==> images/route_heat.png <==
(6 px per µm) 13 x 11 tiles, from dark blue (low) to red (high), scaled to the fullest tile. Values are wire area over tile area, all layers added.
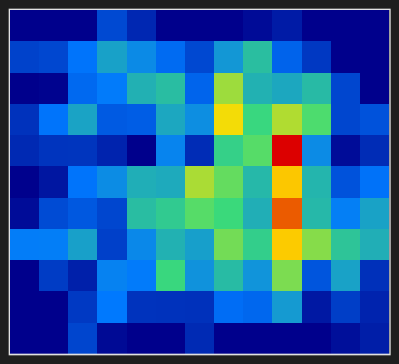
==> images/congestion_map.png <==
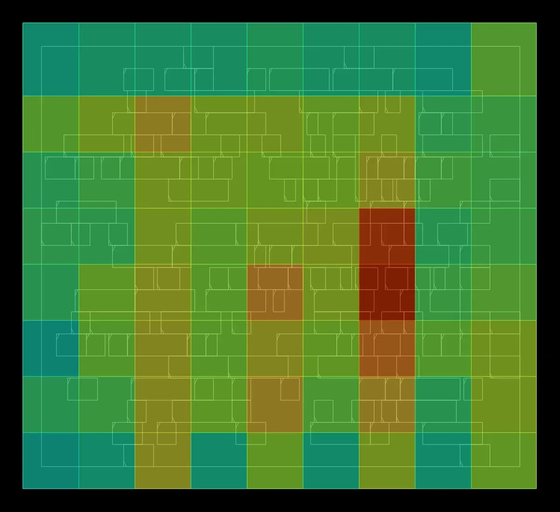
==> images/pinout.png <==
(8 px per µm) Pins as bars across the die edge, other pins in grey.
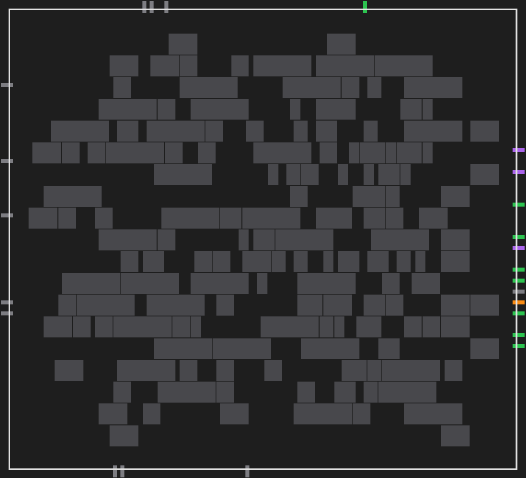
==> images/m3.png <==
(8 px per µm) Cells faint in the background.
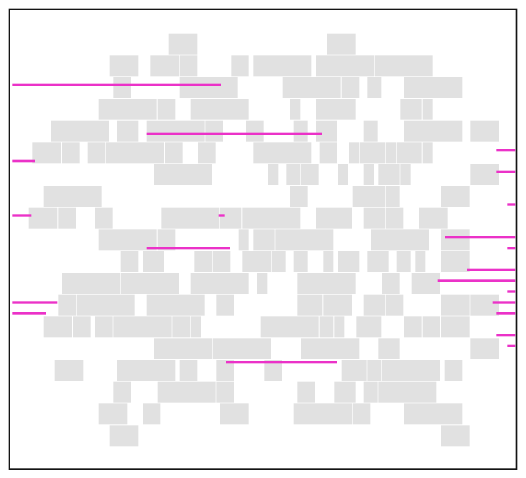
==> images/m2.png <==
(8 px per µm) Cells faint in the background.
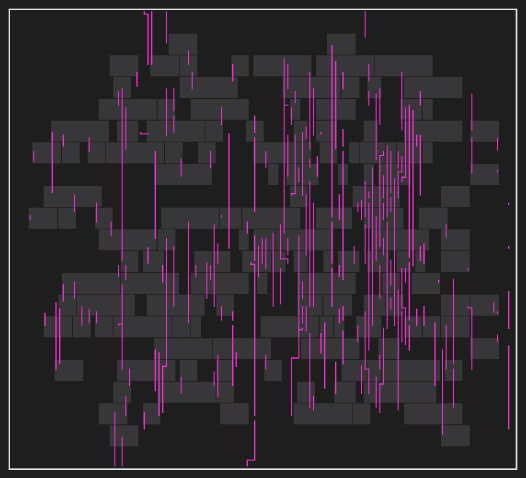
## src/rtl/enc83_event_encoder.sv

```systemverilog
// 8-to-3 event encoder: synchronised request lines become pending events, emitted
// highest index first over valid/ready. Define ENC83_DEBOUNCE_EN to build per-line debounce.
module enc83_event_encoder #(
    parameter int unsigned DEBOUNCE_CYCLES = 16,
    parameter int unsigned CNT_W           = 16
) (
    input  logic       clk,
    input  logic       rst,
    input  logic [7:0] req,
    output logic [2:0] code,
    output logic       valid,
    input  logic       ready,
    output logic [7:0] pending,
    output logic       overrun
);
    logic [7:0] s1_q, s2_q, prev_q;
    logic [7:0] pending_q, pending_d;
    logic [2:0] code_q, code_d;
    logic       valid_q, valid_d;
    logic       overrun_q, overrun_d;
    logic [7:0] lvl, rise, grant, clr;
    logic [2:0] grant_idx;
    logic       load;

`ifdef ENC83_DEBOUNCE_EN
    logic [7:0]       deb_q, deb_d;
    logic [CNT_W-1:0] cnt_q [8];
    logic [CNT_W-1:0] cnt_d [8];

    // A line's accepted level only moves after DEBOUNCE_CYCLES consecutive disagreeing samples.
    always_comb begin
        deb_d = deb_q;
        for (int i = 0; i < 8; i++) begin
            cnt_d[i] = '0;
            if (s2_q[i] != deb_q[i]) begin
                if (32'(cnt_q[i]) + 32'd1 == DEBOUNCE_CYCLES) begin
                    deb_d[i] = s2_q[i];
                end else begin
                    cnt_d[i] = cnt_q[i] + CNT_W'(1);
                end
            end
        end
    end

    always_ff @(posedge clk) begin
        if (rst) begin
            deb_q <= '0;
            for (int i = 0; i < 8; i++) begin
                cnt_q[i] <= '0;
            end
        end else begin
            deb_q <= deb_d;
            cnt_q <= cnt_d;
        end
    end

    assign lvl = deb_q;
`else
    logic unused_cfg;
    assign unused_cfg = ^{DEBOUNCE_CYCLES, CNT_W};
    assign lvl        = s2_q;
`endif

    always_comb begin
        grant     = '0;
        grant_idx = '0;
        // Ascending scan, last hit wins: the highest set bit takes the grant.
        for (int i = 0; i < 8; i++) begin
            if (pending_q[i]) begin
                grant     = 8'b1 << i;
                grant_idx = i[2:0];
            end
        end

        load      = (!valid_q || ready) && (pending_q != 8'h00);
        clr       = load ? grant : 8'h00;
        rise      = lvl & ~prev_q;
        pending_d = (pending_q & ~clr) | rise;
        overrun_d = overrun_q | (|(rise & pending_q & ~clr));

        code_d  = code_q;
        valid_d = valid_q;
        if (load) begin
            code_d  = grant_idx;
            valid_d = 1'b1;
        end else if (valid_q && ready) begin
            valid_d = 1'b0;
        end
    end

    always_ff @(posedge clk) begin
        if (rst) begin
            s1_q      <= '0;
            s2_q      <= '0;
            prev_q    <= '0;
            pending_q <= '0;
            code_q    <= '0;
            valid_q   <= 1'b0;
            overrun_q <= 1'b0;
        end else begin
            s1_q      <= req;
            s2_q      <= s1_q;
            prev_q    <= lvl;
            pending_q <= pending_d;
            code_q    <= code_d;
            valid_q   <= valid_d;
            overrun_q <= overrun_d;
        end
    end

    assign code    = code_q;
    assign valid   = valid_q;
    assign pending = pending_q;
    assign overrun = overrun_q;
endmodule

```

## config.mk

```make
export PLATFORM = sky130hd
export DESIGN_NAME = enc83_event_encoder
export DESIGN_NICKNAME = d
export VERILOG_FILES = /design/src/rtl/enc83_event_encoder.sv
export SDC_FILE = /design/constraint.sdc
export NUM_CORES = 1
export LEC_CHECK = 0
export CAP_MARGIN = 40
export CORE_ASPECT_RATIO = 0.9
export CORE_MARGIN = 2
export CORE_UTILIZATION = 40
export CTS_CLUSTER_DIAMETER = 60
export CTS_CLUSTER_SIZE = 25
export DETAILED_ROUTE_END_ITERATION = 8
export HOLD_SLACK_MARGIN = 0.02
export RECOVER_POWER = 100
export SETUP_SLACK_MARGIN = 0.1
export SYNTH_ARGS = -nofsm -noshare
export SYNTH_HDL_FRONTEND = slang
export SYNTH_SLANG_ARGS = --single-unit
```

## constraint.sdc

```tcl
create_clock -name clk -period 3.1 [get_ports clk]
set_clock_uncertainty 0.05 [all_clocks]
set_input_delay 0.62 -clock clk [delete_from_list [all_inputs] [get_ports clk]]
set_output_delay 0.62 -clock clk [all_outputs]
set_load 0.03 [all_outputs]
```

==> impl_metrics.yaml <==
# physical design summary
outcome:
  outcome: "finished, final reports clean"
synth:
  postSynthSeqShare_pct: 58.7
  number_of_enable_flip_flop_cells: 0
  synth.lib_cells_used.distinct: 26
  cells_taking_the_most_area_after_synthesis: "sky130_fd_sc_hd__dfxtp_1 59%, sky130_fd_sc_hd__nor2b_1 14%, sky130_fd_sc_hd__a21oi_1 3.2%"
  syn-num-nets: 133
  netlist.top_cell.by_instances: "sky130_fd_sc_hd__dfxtp_1"
  async_reset_ff_share_pct: 0
  top_cell_type_by_total_area_after_synthesis: "sky130_fd_sc_hd__dfxtp_1"
  yosys_cells: 122
  syn_area_per_cell_um2: 10.3
  synth-area-yosys_um2: 1260
  synth_largest_type_area_fraction_pct: 58.7
  yosys_register_bits: 37
  syn-instance-count: 122
  main_flop_type: "sky130_fd_sc_hd__dfxtp_1"
  syn-cell-area_um2: 1260
  netlist_top_cells_count: "37 x sky130_fd_sc_hd__dfxtp_1, 28 x sky130_fd_sc_hd__nor2b_1, 8 x sky130_fd_sc_hd__a21oi_1"
  yosysWarningCount: 0
place:
  dpl.hpwl_um: 1540
  routabilityCongestion: 0.837
  numPlacedInstances: 183
  placed_area_um2: 1530
  dpl_worst_slack_ns: 0.840
cells_and_area:
  area_share_nonclk_buffers_pct: 14.8
  fillers: 294
  design.seq.count: 37
  non_clock_inverter_count: 4
  clock_tree_area_fraction_pct: 3.49
  largest_class: "flip-flops and latches"
  final_net_count: 159
  final_cells: 190
  synthToLayoutAreaGrowth_pct: 25.0
  lay_top_cells: "37 x sky130_fd_sc_hd__dfxtp_1, 28 x sky130_fd_sc_hd__nor2b_1, 15 x sky130_fd_sc_hd__dlygate4sd3_1"
  finalInstanceArea_um2: 1580
  multi_input_comb_area_um2: 480
  nonClockBufferCount: 24
  drive_above_1_share_pct: 5.41
  clock_buffer_cells: 7
  area.share.sequential_pct: 46.9
  sequential_cell_area_um2: 741
  n_multi_input_combinational_cell: 76
  sh_comb_area_pct: 30.5
  ant_diodes: 0
  mostFrequentLayoutCell: "sky130_fd_sc_hd__dfxtp_1"
clocking:
  path_clk_slew_ns: 0.10
  h-tree-depth: 2
  cts_sinks: 37
  worst_skew_pair.late_latency_ns: 0.32
  number_of_buffers_inserted_during_clock_tree_synthesis: 5
  cts_tree: "yes"
  cts.repair.resized: 0
  post_cts_buffers: 0
  hold_buffers: 0
  cts-root-buf: "sky130_fd_sc_hd__clkbuf_4"
  cts_max_path_buffers: 2
critical_path:
  slowest_delay_ns: 0.79
  critical_path.endpoint_type: "output port"
  timing_worst_setup_path_type: "flip-flop to output port"
  crit_fanout: 8
  crit_path_cell_trace: "dlygate4sd3_1"
  arrival_ns: 1.61
  worstSetupStartpointType: "flip-flop"
  path_delay_family: "buffers and inverters"
  worstPathBufferInverterCount: 1
  rr_startpoint: "pending[7]"
  timing.critical_path.depth: 1
  r2r.worst_path.cells: 4
  reg2reg_to: "overrun"
  cp_data_required_time_ns: 2.43
  setup.reg_to_reg.worst_slack_ns: 1.24
  timing.critical_path.slowest_stage_cell: "sky130_fd_sc_hd__dlygate4sd3_1"
global_routing:
  globalRoute.totalOverflow: 0
  grt_start_max_net_pins: 21
  via_count_of_the_first_global_routing_pass: 838
  number_of_antenna_violations_at_the_first_check_in_global_routing: 0
  wire_length_of_the_first_global_routing_pass_um: 3720
power:
  power_density_nw_per_um2: 553
  largest_vdd_supply_drop_mv: 0.380
  p_sw_share_pct: 24.5
  internal_power_uw: 658
  p_seq_uw: 513
  leakage_uw: 0.000623
  p_clk_uw: 244
  p_clk_share_pct: 28.0
  design_power_total_uw: 872
  power.share.combinational_pct: 13.2
  p_switching_uw: 214
  power.sequential.fraction_pct: 58.8
  powerComb_uw: 115
  top_power_group: "registers"
detailed_routing:
  detailedRoute.firstIterationViolations: 43
  drt-pass1-iter-count: 4
  remaining_drc_errors: 0
  post_drt_via_cell_ratio: 4.79
  final_antenna_net_count: 0
sta:
  whs_ns: 0.390
  worst_slew_pin_tran_ns: 0.786
  drv_slew: 0
  fin_crit_sh_pct: 73.6
  rsz0062_at_grt: "false"
  finalHoldViolations: 0
  period_minus_slack_ns: 2.28
  maxSlewHeadroom_pct: 47.6
  fin_ws_ns: 0.819
  setup_viol: 0
  clock.fmax_mhz: 438
  setup_total_negative_slack_ns: 0
floorplanning:
  initial_utilization_pct: 41.5
  ios: 24
  site_rows: 19
  tapCellCount: 42
  fp.coreArea_um2: 3040
  fp.dieArea_um2: 3620
job:
  warning_count: 26
  drv.max_cap_violation_count: 0
worst_hold_path:
  min_to: "lvl[4]"
  timing.hold.worst.start: "s1_q[4]"
  hold-path-cell-count: 1
  min-delay-path-class: "flip-flop to flip-flop"
Back to the opening pictures, route_heat.png:
- mean over tiles: 0.093
- nearly empty tiles: 20%
- fullest tile: 0.39
- tiles over half the peak: 11%
- emptiest ninth of the die: bottom left
routed wirelength normalized by instance count: 11.1 µm
all-layer global routing usage: 13.5%
wirelength, routed: 2120 µm
Vias: 911

Back to the opening pictures, congestion_map.png:
global-route met3 utilization: 5.72%
core occupancy in the finished layout: 51.9%
Global Route met1 Usage: 16.1%
GR peak layer: met2

Back to the opening pictures, pinout.png:
- purple: code (pins 3; direction output; edge right)
- orange: valid (pins 1; direction output; edge right)
- green: pending (pins 8; direction output; edge 7 right, 1 top)
count of port buffers added during placement: 23
width of the die: 63.2 µm
Die Ht: 57.3 µm

Back to the opening pictures, m3.png:
- wire length on this layer: 122 µm
- main direction: horizontal

Back to the opening pictures, m2.png:
- nets with wire on the layer: 132
- wire length on this layer: 972 µm
- share of all routed wire: 46%
- main direction: vertical
met2 track demand over resource in global routing: 20.8%

-- routing by layer --
metal | wire length (µm) | track usage (%) | share of wire (%)
met1 | 990 | 16.1 | 47
met2 | 972 | 20.8 | 46
met3 | 122 | 5.72 | 5.8
met4 | 30 | 7.76 | 1.4
met5 | 0 | 0 | 0
-- how the worst max path moves through the flow --
stage                     slack [ns]         end  startpoint
final                           0.82  pending[7]  pending[7]
after global routing            0.76  pending[7]  pending[7]
after CTS                       0.85  pending[3]  pending[3]
after global placement          0.91     overrun       ready
after floorplan                 1.31     overrun  pending[6]
after detailed placement        0.84     overrun       ready
-- kinds of logic after synthesis --
| family | Yosys count | synth area share [%] |
|---|---|---|
| simple gates | 47 | 22.4 |
| flops | 37 | 58.7 |
| compound gates | 29 | 16.3 |
| buf+inv | 9 | 2.67 |
Power figures rest on the tool's default switching activity, not on a simulated workload.
